Figure 1. Wiring heat map.
21 x 15 tiles, from black (low) to pale yellow (high), scaled to the fullest tile. Values are wire area over tile area, all layers added.
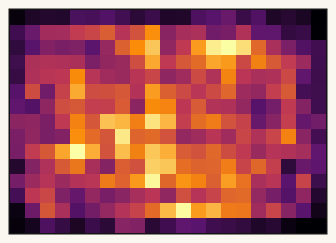
Figure 2. Placed standard cells.
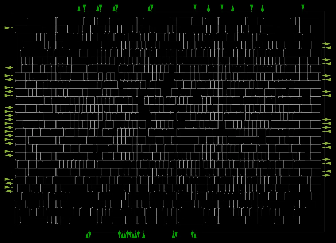
$ cat config.mk
export PLATFORM = sky130hd
export DESIGN_NAME = lab1_imul_result_accum
export DESIGN_NICKNAME = d
export VERILOG_FILES = /design/src/rtl/lab1_imul_accum_pkg.sv /design/src/rtl/lab1_imul_result_accum_dpath.sv /design/src/rtl/lab1_imul_result_accum.sv
export SDC_FILE = /design/constraint.sdc
export NUM_CORES = 1
export LEC_CHECK = 0
export ABC_AREA = 1
export CAP_MARGIN = 20
export CORE_ASPECT_RATIO = 0.7
export CORE_UTILIZATION = 55
export CTS_CLUSTER_DIAMETER = 40
export DETAILED_ROUTE_END_ITERATION = 16
export PLACE_DENSITY = 0.93
export SLEW_MARGIN = 20
export SYNTH_ARGS = -nofsm -noshare
export SYNTH_HDL_FRONTEND = slang
export SYNTH_SLANG_ARGS = --single-unit
$ cat constraint.sdc
create_clock -name clk -period 2.2 [get_ports clk]
set_input_delay 0.33 -clock clk [delete_from_list [all_inputs] [get_ports clk]]
set_output_delay 0.33 -clock clk [all_outputs]
set_load 0.02 [all_outputs]
$ cat src/rtl/lab1_imul_accum_pkg.sv
// Shared types and helpers for the multiplier result accumulator.
// Holds the FSM state encoding and the sizing rule for the term counter.
package lab1_imul_accum_pkg;

   // ACC collects the terms of a group; DONE holds a finished sum for the sink.
   typedef enum logic {
      ACC  = 1'b0,
      DONE = 1'b1
   } accum_state_t;

   // Largest group size the counter sizing is meant to cover.
   localparam int ACCUM_NTERMS_MAX = 255;

   // Term-counter width: one bit more than clog2 so p_nterms == 1 still gets a bit.
   function automatic int accum_count_width(input int nterms);
      return $clog2(nterms) + 1;
   endfunction

endpackage

$ cat src/rtl/lab1_imul_result_accum_dpath.sv
// Accumulator datapath: sum and sticky-carry registers fed by an adder with
// carry-out and a first-term mux that restarts the sum at each new group.
module lab1_imul_result_accum_dpath #(
   parameter int p_nbits = 32
) (
   input  logic               clk,
   input  logic               reset,
   input  logic [p_nbits-1:0] in_msg,
   input  logic               sum_en,
   input  logic               sum_first,
   output logic [p_nbits-1:0] out_msg,
   output logic               out_ovf
);

   logic [p_nbits:0]   add_s;
   logic               carry_s;
   logic [p_nbits-1:0] sum_next_s;
   logic               ovf_next_s;
   logic [p_nbits-1:0] sum_r;
   logic               ovf_r;

   // Adder with an extra top bit to expose the unsigned carry-out.
   assign add_s   = {1'b0, sum_r} + {1'b0, in_msg};
   assign carry_s = add_s[p_nbits];

   // First-term mux: a new group loads the product and clears the carry flag.
   always_comb begin
      sum_next_s = add_s[p_nbits-1:0];
      ovf_next_s = ovf_r | carry_s;
      if (sum_first) begin
         sum_next_s = in_msg;
         ovf_next_s = 1'b0;
      end else begin
         sum_next_s = add_s[p_nbits-1:0];
         ovf_next_s = ovf_r | carry_s;
      end
   end

   // Sum and overflow registers; they drive the outputs directly.
   always_ff @(posedge clk or negedge reset) begin
      if (!reset) begin
         sum_r <= {p_nbits{1'b0}};
         ovf_r <= 1'b0;
      end else if (sum_en) begin
         sum_r <= sum_next_s;
         ovf_r <= ovf_next_s;
      end else begin
         sum_r <= sum_r;
         ovf_r <= ovf_r;
      end
   end

   assign out_msg = sum_r;
   assign out_ovf = ovf_r;

endmodule

$ cat src/rtl/lab1_imul_result_accum.sv
// Dot-product reduction of the multiplier response stream: sums each group of
// p_nterms products and emits one sum (with sticky carry flag) per group.
// This module holds the FSM, term counter and handshakes; the datapath is a
// separate block steered by sum_en / sum_first.
module lab1_imul_result_accum
   import lab1_imul_accum_pkg::*;
#(
   parameter int p_nbits  = 32,
   parameter int p_nterms = 4
) (
   input  logic               clk,
   input  logic               reset,
   input  logic               in_val,
   output logic               in_rdy,
   input  logic [p_nbits-1:0] in_msg,
   output logic               out_val,
   input  logic               out_rdy,
   output logic [p_nbits-1:0] out_msg,
   output logic               out_ovf
);

   localparam int             CW         = accum_count_width(p_nterms);
   localparam logic [CW-1:0]  ZERO_COUNT = {CW{1'b0}};
   localparam logic [CW-1:0]  ONE_COUNT  = CW'(1);
   localparam logic [CW-1:0]  LAST_COUNT = CW'(p_nterms - 1);

   accum_state_t  state_r;
   accum_state_t  state_next_s;
   logic [CW-1:0] count_r;
   logic [CW-1:0] count_next_s;
   logic          in_fire_s;
   logic          out_fire_s;
   logic          sum_en_s;
   logic          sum_first_s;

   // In DONE the input is ready exactly when the sink is, so a new group can
   // start in the same cycle the old sum leaves. Held low during reset.
   assign out_val    = (state_r == DONE);
   assign in_rdy     = reset & ((state_r == ACC) | out_rdy);
   assign in_fire_s  = in_val & in_rdy;
   assign out_fire_s = out_val & out_rdy;

   // Next-state, counter and datapath-control decode.
   always_comb begin
      state_next_s = state_r;
      count_next_s = count_r;
      sum_en_s     = 1'b0;
      sum_first_s  = 1'b0;
      case (state_r)
         ACC: begin
            if (in_fire_s) begin
               sum_en_s    = 1'b1;
               sum_first_s = (count_r == ZERO_COUNT);
               if (count_r == LAST_COUNT) begin
                  state_next_s = DONE;
                  count_next_s = ZERO_COUNT;
               end else begin
                  count_next_s = count_r + ONE_COUNT;
               end
            end else begin
               count_next_s = count_r;
            end
         end
         DONE: begin
            if (out_fire_s) begin
               if (in_fire_s) begin
                  // Accepted product is the first term of the next group.
                  sum_en_s    = 1'b1;
                  sum_first_s = 1'b1;
                  if (LAST_COUNT == ZERO_COUNT) begin
                     state_next_s = DONE;
                     count_next_s = ZERO_COUNT;
                  end else begin
                     state_next_s = ACC;
                     count_next_s = ONE_COUNT;
                  end
               end else begin
                  state_next_s = ACC;
                  count_next_s = ZERO_COUNT;
               end
            end else begin
               state_next_s = DONE;
            end
         end
         default: begin
            state_next_s = ACC;
            count_next_s = ZERO_COUNT;
         end
      endcase
   end

   // State and term-counter registers.
   always_ff @(posedge clk or negedge reset) begin
      if (!reset) begin
         state_r <= ACC;
         count_r <= ZERO_COUNT;
      end else begin
         state_r <= state_next_s;
         count_r <= count_next_s;
      end
   end

   lab1_imul_result_accum_dpath #(
      .p_nbits (p_nbits)
   ) u_dpath (
      .clk       (clk),
      .reset     (reset),
      .in_msg    (in_msg),
      .sum_en    (sum_en_s),
      .sum_first (sum_first_s),
      .out_msg   (out_msg),
      .out_ovf   (out_ovf)
   );

endmodule

==> impl_metrics.csv <==
group,metric,value,unit
global_routing,grt_util_met1,50.5,%
cells_and_area,logic_area,2820,sq um
critical_path,path_buffers,1,
logic_synthesis,netlist_area,4250,sq um
run_status,status,"complete, no violations",
timing,fin_skew,0.0121,ns
floorplanning,core.rowCount,26,
critical_path,cp_top_family,"simple AND/OR/NAND/NOR gates",
clocking,clk_pin_slew,0.09,ns
timing,slew_viol_final,0,
power,power_leader,"combinational logic",
critical_path,r2r-start,"u_dpath.out_msg[3]",
global_routing,grt_first_pass_wirelength,22.2,mm
route,top_layer,"met5",
global_routing,use_met3,9.92,%
placement,place_area,5440,sq um
timing,fin_crit,2.14,ns
critical_path,crit_fanout,5,
logic_synthesis,async_flop_share,100,%
critical_path,reg2reg_setup_slack,0.09,ns
cells_and_area,post-route-cell-area,5610,sq um
timing,setup_viol_count_final,0,
critical_path,cp-start-kind,"primary input",
logic_synthesis,synth_warnings,0,
cells_and_area,seq_share,16.5,%
route,wl_met1,6.47,mm
cells_and_area,buffers_excl_clock,126,
power,clkPwrFrac,7.2,%
Back to the opening pictures, Figure 1:
densest ninth of the die = center
tiles over half the peak = 41%
mean over tiles = 0.30
GRT Util Overall: 36.1%
Routed WL: 14.0 mm
detailed-route via count: 5081

Back to the opening pictures, Figure 2:
n_taps: 98
Filler Cell Count: 588
Finished Layout Cells: 945
core area: 7380 sq um

[state kept, by name (all words and copies together), names as in the netlist]
name and count:
count_r 3, u_dpath.out_ovf 1, u_dpath.out_msg 32, out_val 1
[stage by stage]
step | setup TNS, ns | cells | utilization (%) | worst slack, ns
detailed placement | -4.05 | 937 | 73.6 | -0.259
floorplan | 0 | 725 | - | 0.210
global placement | -2.40 | 937 | 73.6 | -0.223
CTS | 0 | 945 | 75.0 | 0.0342
finish | 0 | 945 | 76.0 | 0.0639
global route | -0.0254 | 945 | 76.0 | -0.0191
[timing repair]
action / in CTS / in global routing
endpoints found under the setup margin: 0 / 14
setup buffers: 0 / 0
gates resized: 0 / 21
Power and IR drop assume default switching activity.
